### Placed standard cells

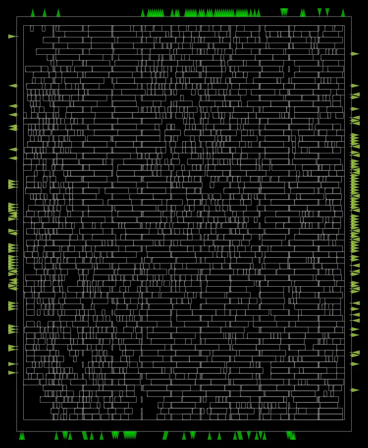
### Cell classes on the final placement

Fill, decap, tap and diode cells in gray.
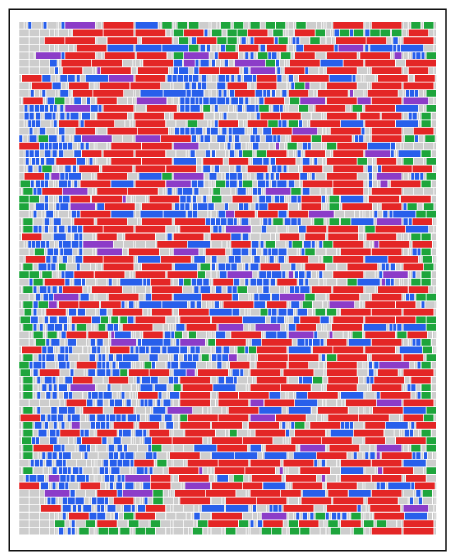
## config.mk

```make
export PLATFORM = sky130hd
export DESIGN_NAME = fetch_queue
export DESIGN_NICKNAME = d
export VERILOG_FILES = /design/src/rtl/fetch_queue.sv
export SDC_FILE = /design/constraint.sdc
export NUM_CORES = 1
export LEC_CHECK = 0
export CAP_MARGIN = 5
export CORE_ASPECT_RATIO = 1.25
export CORE_MARGIN = 3
export CORE_UTILIZATION = 60
export CTS_CLUSTER_DIAMETER = 40
export DETAILED_ROUTE_END_ITERATION = 12
export PLACE_DENSITY_LB_ADDON = 0.05
export SYNTH_ARGS = -nofsm -noshare
export SYNTH_HDL_FRONTEND = slang
export SYNTH_SLANG_ARGS = --single-unit
```

## constraint.sdc

```tcl
create_clock -name clk -period 8.2 [get_ports clk]
set_input_delay 1.64 -clock clk [delete_from_list [all_inputs] [get_ports clk]]
set_output_delay 1.64 -clock clk [all_outputs]
set_load 0.01 [all_outputs]
```

## src/rtl/fetch_queue.sv

```systemverilog
// Instruction fetch stage: one outstanding req/ack memory fetch feeding a small {pc,instr} FIFO.
// Presents the head entry to decode and flushes/refetches on redirect from execute.
module fetch_queue #(
    parameter int unsigned DEPTH     = 4,
    parameter logic [31:0] RESET_PC  = 32'h0000_0000,
    parameter logic [31:0] NOP_INSTR = 32'hE1A0_0000
) (
    input  logic        clk,
    input  logic        reset,
    output logic        imem_req,
    output logic [31:0] imem_addr,
    input  logic        imem_ack,
    input  logic [31:0] imem_rdata,
    input  logic        redirect_valid,
    input  logic [31:0] redirect_pc,
    input  logic        stall_d,
    output logic        valid_d,
    output logic [31:0] instr_d,
    output logic [31:0] pc_d,
    output logic [31:0] pc_plus8_d
);

    localparam int unsigned PW = (DEPTH > 1) ? $clog2(DEPTH) : 1;
    localparam int unsigned CW = $clog2(DEPTH + 1);

    typedef enum logic [1:0] {IDLE, REQ, DROP} state_t;

    typedef struct packed {
        logic [31:0] pc;
        logic [31:0] instr;
    } entry_t;

    state_t          state;
    entry_t          mem [DEPTH];
    logic [PW-1:0]   rd_ptr;
    logic [PW-1:0]   wr_ptr;
    logic [CW-1:0]   count;
    logic [31:0]     fetch_pc;

    logic            pop;
    logic            push;
    logic            credit;
    logic [CW-1:0]   count_next;
    logic [CW-1:0]   remain;
    logic [PW-1:0]   rd_next;
    entry_t          head;
    logic [31:0]     redirect_aligned;
    logic [31:0]     fetch_inc;

    // Next-cycle queue occupancy and head; a push into a queue that drains this cycle becomes the head.
    always_comb begin
        pop              = valid_d & ~stall_d;
        push             = (state == REQ) && imem_ack && !redirect_valid;
        count_next       = count;
        if (redirect_valid)
            count_next = '0;
        else if (push && !pop)
            count_next = count + CW'(1);
        else if (!push && pop)
            count_next = count - CW'(1);
        remain           = count - CW'(pop);
        rd_next          = rd_ptr + PW'(pop);
        head             = (remain == '0) ? {imem_addr, imem_rdata} : mem[rd_next];
        credit           = count_next < CW'(DEPTH);
        redirect_aligned = redirect_pc & ~32'h3;
        fetch_inc        = fetch_pc + 32'd4;
    end

    always_ff @(posedge clk) begin
        if (push)
            mem[wr_ptr] <= {imem_addr, imem_rdata};
    end

    // Queue pointers and registered decode outputs.
    always_ff @(posedge clk) begin
        if (reset) begin
            rd_ptr     <= '0;
            wr_ptr     <= '0;
            count      <= '0;
            valid_d    <= 1'b0;
            instr_d    <= NOP_INSTR;
            pc_d       <= 32'h0;
            pc_plus8_d <= 32'h8;
        end else if (redirect_valid) begin
            rd_ptr  <= '0;
            wr_ptr  <= '0;
            count   <= '0;
            valid_d <= 1'b0;
            instr_d <= NOP_INSTR;
        end else begin
            if (push)
                wr_ptr <= wr_ptr + PW'(1);
            rd_ptr  <= rd_next;
            count   <= count_next;
            valid_d <= (count_next != '0);
            if (count_next != '0) begin
                instr_d    <= head.instr;
                pc_d       <= head.pc;
                pc_plus8_d <= head.pc + 32'd8;
            end else begin
                instr_d <= NOP_INSTR;
            end
        end
    end

    // Fetch FSM; DROP waits out a request that a redirect made stale, since req cannot be retracted.
    always_ff @(posedge clk) begin
        if (reset) begin
            state     <= IDLE;
            imem_req  <= 1'b0;
            imem_addr <= RESET_PC;
            fetch_pc  <= RESET_PC;
        end else begin
            case (state)
                IDLE: begin
                    if (redirect_valid) begin
                        fetch_pc <= redirect_aligned;
                    end else if (credit) begin
                        imem_req  <= 1'b1;
                        imem_addr <= fetch_pc;
                        state     <= REQ;
                    end
                end
                REQ: begin
                    if (redirect_valid) begin
                        fetch_pc <= redirect_aligned;
                        if (imem_ack) begin
                            imem_req <= 1'b0;
                            state    <= IDLE;
                        end else begin
                            state <= DROP;
                        end
                    end else if (imem_ack) begin
                        fetch_pc <= fetch_inc;
                        if (credit) begin
                            imem_addr <= fetch_inc;
                        end else begin
                            imem_req <= 1'b0;
                            state    <= IDLE;
                        end
                    end
                end
                DROP: begin
                    if (redirect_valid)
                        fetch_pc <= redirect_aligned;
                    if (imem_ack) begin
                        imem_req <= 1'b0;
                        state    <= IDLE;
                    end
                end
                default: begin
                    imem_req <= 1'b0;
                    state    <= IDLE;
                end
            endcase
        end
    end

endmodule
```

==> flow_summary.json <==
{
  "placed_cells_incl_taps": 1869,
  "grt_usage_pct": 26.2,
  "ys_dominant_reg_cell": "sky130_fd_sc_hd__edfxtp_1",
  "crit_reg_reg_endpoint": "pc_plus8_d[22]",
  "edf_count": 248,
  "seq_area_sq_um": 10700,
  "worstPathArrival_ns": 6.08,
  "run_status": "finished clean",
  "seq_power_share_pct": 48.8,
  "place_hpwl_um": 25800,
  "average_wire_per_cell_in_the_routed_design_um": 20.6,
  "grt_start_max_net_pins": 77,
  "layout.cells.most_common": "sky130_fd_sc_hd__edfxtp_1",
  "leading_power_group": "registers",
  "setup_tns_ns": 0,
  "layout_top_cells_excl_fill_tap": "248 x sky130_fd_sc_hd__edfxtp_1, 189 x sky130_fd_sc_hd__clkdlybuf4s50_1, 179 x sky130_fd_sc_hd__nand2_1",
  "chip_area_sq_um": 30500,
  "fin_worst_skew_ns": 0.0121,
  "power_frac_comb_pct": 7.9,
  "place_worst_setup_slack_ns": 1.98,
  "yosys_area_sq_um": 17100,
  "crit_path_max_fanout": 20,
  "clkPwrFrac_pct": 43.3,
  "top_cells_by_area": "sky130_fd_sc_hd__edfxtp_1 44%, sky130_fd_sc_hd__dfxtp_1 19%, sky130_fd_sc_hd__mux4_2 7.8%",
  "initial_utilization_pct": 61.4,
  "cts_hold_repair.buffers": 0,
  "final.clkbuf_count": 54,
  "design.final.nets": 1642,
  "clockBufferDepth": 3,
  "power_clock_mw": 2.04,
  "slew_headroom_pct": 27.9,
  "area_delta_synth_final_pct": 21.4,
  "layout.area.top_class": "registers",
  "max_cap_violations": 0,
  "buffers_on_ports": 190,
  "tritoncts": "done",
  "num_vias": 11900,
  "cp_cell_sequence": "clkdlybuf4s50_1, nand2b_1, inv_2, ha_4, xor2_4, mux4_2, o21ai_2, a222oi_1, nand4_1, or4_1, nand3_1, a21oi_1",
  "core_sq_um": 27800,
  "first_pass_grt_wire_length_um": 63300,
  "worstSetupStartpoint": "stall_d",
  "final_cell_utilization_of_the_core_pct": 74.5,
  "postSynth.asyncResetShare_pct": 0,
  "first_global_vias": 11600,
  "ff_count": 410,
  "hold_depth": 2,
  "critical_path_class": "in -> reg",
  "design.portCount": 199,
  "synth_seq_share_pct": 62.6,
  "synth-warning-count": 0,
  "post_layout_nonfiller_instances": 1947,
  "cts-htree-levels": 2,
  "yosys.area.top_type": "sky130_fd_sc_hd__edfxtp_1",
  "cts.clk_slew.worst_paths_ns": 0.06,
  "design_area_sq_um": 20700,
  "nMultiInputCombCells": 888,
  "cp_num_buf_inv": 2,
  "static-leakage-power_nw": 6.85,
  "worst-slew-pin-transition_ns": 1.07,
  "synth.lib_cells_used.distinct": 69,
  "antenna_found_initial": 0,
  "tool_warnings": 32,
  "hold_viol": 0,
  "power.total_mw": 4.71,
  "timing.hold.worst.class": "reg -> reg",
  "detail_route.iter0.violations": 1123,
  "wirelength_um": 40100,
  "ant_nets": 0,
  "top_cell_area_share_pct": 43.6,
  "r2r-start": "valid_d",
  "drcViolationCount": 0,
  "mappedNetlistArea_sq_um": 17100,
  "comb-power_mw": 0.372,
  "min-delay-start": "pc_plus8_d[3]",
  "critPathMaxStageDelay_ns": 0.94,
  "final-setup-viol-count": 0,
  "grt_overflow": 0,
  "numCtsBuffers": 43,
  "achievable-frequency_ghz": 0.175,
  "power_density_nw_per_um2": 227,
  "cp_slowest_cell": "sky130_fd_sc_hd__a222oi_1",
  "mi_logic_area_sq_um": 6010,
  "diodes": 0
}
Back to the opening pictures, 'Placed standard cells':
share of the final layout cell area in sequential cells: 51.6%
number of tap cells inserted: 350

Back to the opening pictures, 'Cell classes on the final placement':
legend:
  blue:
    class: combinational and other logic
    cells: 898
  purple:
    class: clock drivers and dummy loads
    cells: 78
  red:
    class: flops
    cells: 410
  green:
    class: other buffers and delay cells
    cells: 211

-- state kept, by name, summed over array words and instances, names as in the netlist, 3 cells and up --
| register | count |
|---|---|
| mem | 248 |
| count | 3 |
| pc_plus8_d | 29 |
| pc_d | 30 |
| fetch_pc | 30 |
| imem_addr | 30 |
| instr_d | 32 |
-- worst max-delay path by stage --
| stage | to | cells past startpoint | slack (ns) |
|---|---|---|---|
| 3_3_place_gp | pc_plus8_d[31] | 13 | 1.98 |
| 4_1_cts | pc_plus8_d[22] | 12 | 2.49 |
| 2_1_floorplan | pc_plus8_d[27] | 11 | 3.48 |
| 5_1_grt | pc_plus8_d[26] | 13 | 2.12 |
| 3_5_place_dp | pc_plus8_d[31] | 13 | 1.98 |
| 6_report | pc_plus8_d[22] | 12 | 2.50 |
-- cells by family after synthesis --
| logic type | Yosys count | synth area share (%) |
|---|---|---|
| and+or+nand+nor | 517 | 13.7 |
| adders and majority gates | 10 | 0.718 |
| AOI/OAI and AO/OA | 242 | 9.07 |
| buffers and inverters | 116 | 2.76 |
| DFF | 410 | 62.6 |
| muxes | 74 | 9.00 |
| xor gates and xnor gates | 39 | 2.09 |
| other | 1 | 0.0220 |
-- routing by layer --
metal / vias up / routed length [um] / track usage (%)
li1: 5544 / - / -
met4: 0 / 1190 / 8.50
met1: 5788 / 15500 / 33.6
met2: 451 / 20500 / 45.4
met3: 74 / 2920 / 4.32
met5: - / 0 / 0
-- worst reg2reg max path: cells and delay by family, from the launching register on --
family	cells	cell delay (ns)
and+or+nand+nor	4	1.54
buffers and inverters	1	0.18
xor gates and xnor gates	1	0.59
muxes	1	0.37
AOI/OAI and AO/OA	3	1.09
adders and majority gates	1	0.18
DFF	1	0.35
Power figures rest on the tool's default switching activity, not on a simulated workload.
